==> config.mk <==
export PLATFORM = sky130hd
export DESIGN_NAME = serial_subtractor_flat
export DESIGN_NICKNAME = d
export VERILOG_FILES = /design/src/rtl/serial_subtractor_pkg.sv /design/src/rtl/serial_subtractor_if.sv /design/src/rtl/fa_cell.sv /design/src/rtl/serial_subtractor.sv /design/src/flat_wrapper.sv
export SDC_FILE = /design/constraint.sdc
export NUM_CORES = 1
export LEC_CHECK = 0
export ABC_AREA = 1
export CORE_UTILIZATION = 45
export CTS_BUF_LIST = sky130_fd_sc_hd__clkbuf_4 sky130_fd_sc_hd__clkbuf_8
export DETAILED_ROUTE_END_ITERATION = 7
export GPL_TIMING_DRIVEN = 0
export MAX_ROUTING_LAYER = met4
export PLACE_DENSITY_LB_ADDON = 0.3
export SLEW_MARGIN = 0
export SYNTH_ARGS = -nofsm -noshare
export SYNTH_HDL_FRONTEND = slang
export SYNTH_SLANG_ARGS = --single-unit
==> constraint.sdc <==
create_clock -name clk -period 1.6 [get_ports clk]
set_input_delay 0.48 -clock clk [delete_from_list [all_inputs] [get_ports clk]]
set_output_delay 0.48 -clock clk [all_outputs]
set_load 0.03 [all_outputs]
Placement by cell class:
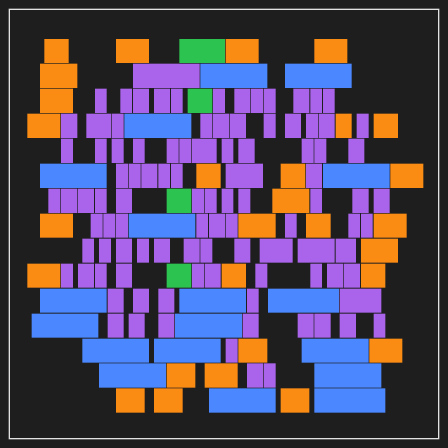
Orange shows other buffers and delay cells, cells 28, share of their area 23%. Blue shows flops, cells 18, share of their area 32%. Green shows clock drivers and dummy loads, cells 4, share of their area 3.2%. Purple shows combinational and other logic, cells 101, share of their area 42%.
register share of the cell area: 31.0%
Final Instance Area: 0.00117 mm2
row count: 15
core footprint: 0.00180 mm2

Cell sizes after repair:
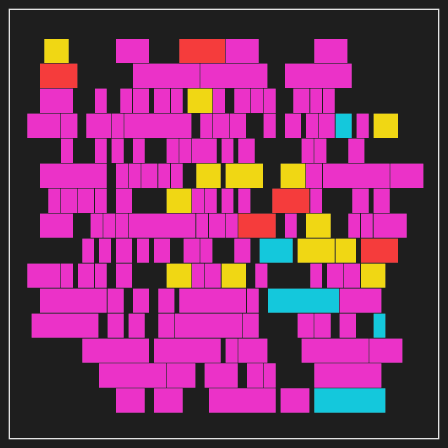
Magenta shows _0 and _1 cells, cells 128, share 85%, most used nand2_1. Red shows _6 and larger, cells 5, share 3.3%, most used buf_6. Yellow shows _3 and _4 cells, cells 13, share 8.6%, most used buf_4. Cyan shows _2 cells, cells 5, share 3.3%, most used dfxtp_2.
Area growth syn-to-layout: 30.7%
worst setup slack after layout: 0.0287 ns
Repair and plain buffers: 28

Cell density map:
The die is cut into 9 by 9 equal tiles; black is low, pale yellow is high, 0 to 100% covered.
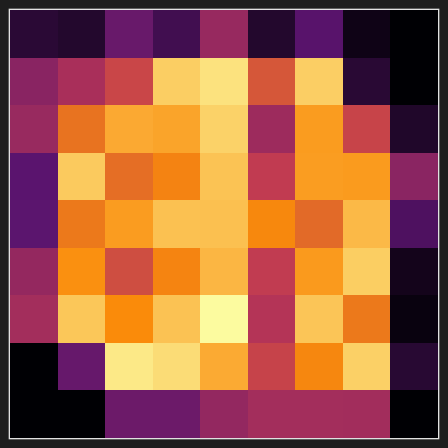
33% of the tiles are over 75% full. The emptiest ninth of the die: upper right. The densest ninth of the die: center. 7.4% of the tiles are nearly empty. The fullest tile reaches 99%.
pre-placement core utilization: 49.7%
core utilization of the finished layout: 65.0%

==> run summary <==
flow finished, numbers: Crit Path Category=reg -> out, Iteration-0 DRC Markers=27, async set or reset register ratio after synthesis=0%, maximum number of pins on one net before global-route repair=11, unrepaired setup endpoints after global routing=true, status=finished, final reports clean, count of library flops with an enable pin=0, Cell Chain, Critical Path=inv_2 -> nor2_4 -> buf_6 -> buf_6, number of antenna violations at the first check in global routing=0, PnR Total Power=1.02 mW, boundary pin count=19, type of the worst min-delay path=reg -> reg, family with the most delay on the worst path=flip-flops, largest cells by area after synthesis=dfxtp_1 40%, nand3_1 12%, nand2_1 10%, post-detailed-route count of antenna-violating nets=0, sort of element at the end of the critical path=primary output, logic depth of the worst setup path including buffers=4, register area=363 um2, Hold Fails Final Rpt=0, sequential cell area fraction in the yosys report=40.2%, floorplan net count=139, Cell Count, Final, Fillers Out=176, cell area reported after detailed placement=0.00111 mm2, Dominant cell area share=40.2%, fin nets=166, number of max-cap violations=0, worst skew pair latency=0.29 ns, global routing usage summed across all routing layers=21.7%, dominant cell type by area after synthesis=dfxtp_1, drc violations=0, maximum number of buffers from clock root to sink=2
## layer usage
metal | GRT usage (%) | vias to the layer above | wire length [um]
met4 | 9.14 | 0 | 13
met1 | 27.4 | 397 | 922
met5 | - | - | 0
met2 | 34.4 | 16 | 1040
li1 | - | 444 | -
met3 | 2.75 | 2 | 53
## tightest hold or removal path: cells and delay by family, from the launching register on
family,cells,cell delay [ns]
and+or+nand+nor,1,0.06
DFF,1,0.32
AOI/OAI and AO/OA,1,0.05
## cell usage in the layout, fill, tap and decap left out, types with 5 or more instances in the layout
cell type and instances:
inv_1 19, dfxtp_1 16, dlygate4sd2_1 5, nor3_1 7
nor2_1 10, nand2_1 24, buf_4 7, a21oi_1 6
clkdlybuf4s50_1 11, nand3_1 22
## cell families after synthesis
group / after synthesis / share of synthesized area, %
and+or+nand+nor: 68 / 35.8
AOI/OAI and AO/OA: 10 / 5.59
adders and majority gates: 2 / 3.63
buffers and inverters: 27 / 14.8
DFF: 18 / 40.2
## final cells by class
cell class / instances / share of cell area (%)
multi-input cells: 80 / 34.4
flip-flops and latches: 18 / 31.0
repair buffers: 22 / 17.3
well taps: 25 / 2.67
inverters: 21 / 6.94
clock buffers: 4 / 3.10
plain buffers: 6 / 4.59
## power by group
part	switching, mW	total [mW]	internal, mW
logic	0.128	0.244	0.116
clock network	0.140	0.279	0.138
registers	0.0172	0.497	0.480
## timing repair
action	in CTS	in global routing
setup endpoints to repair	7	2
pin swaps	0	1
hold endpoints to repair	0	0
resized	18	4
buffers inserted	0	4
Power and IR drop assume default switching activity.
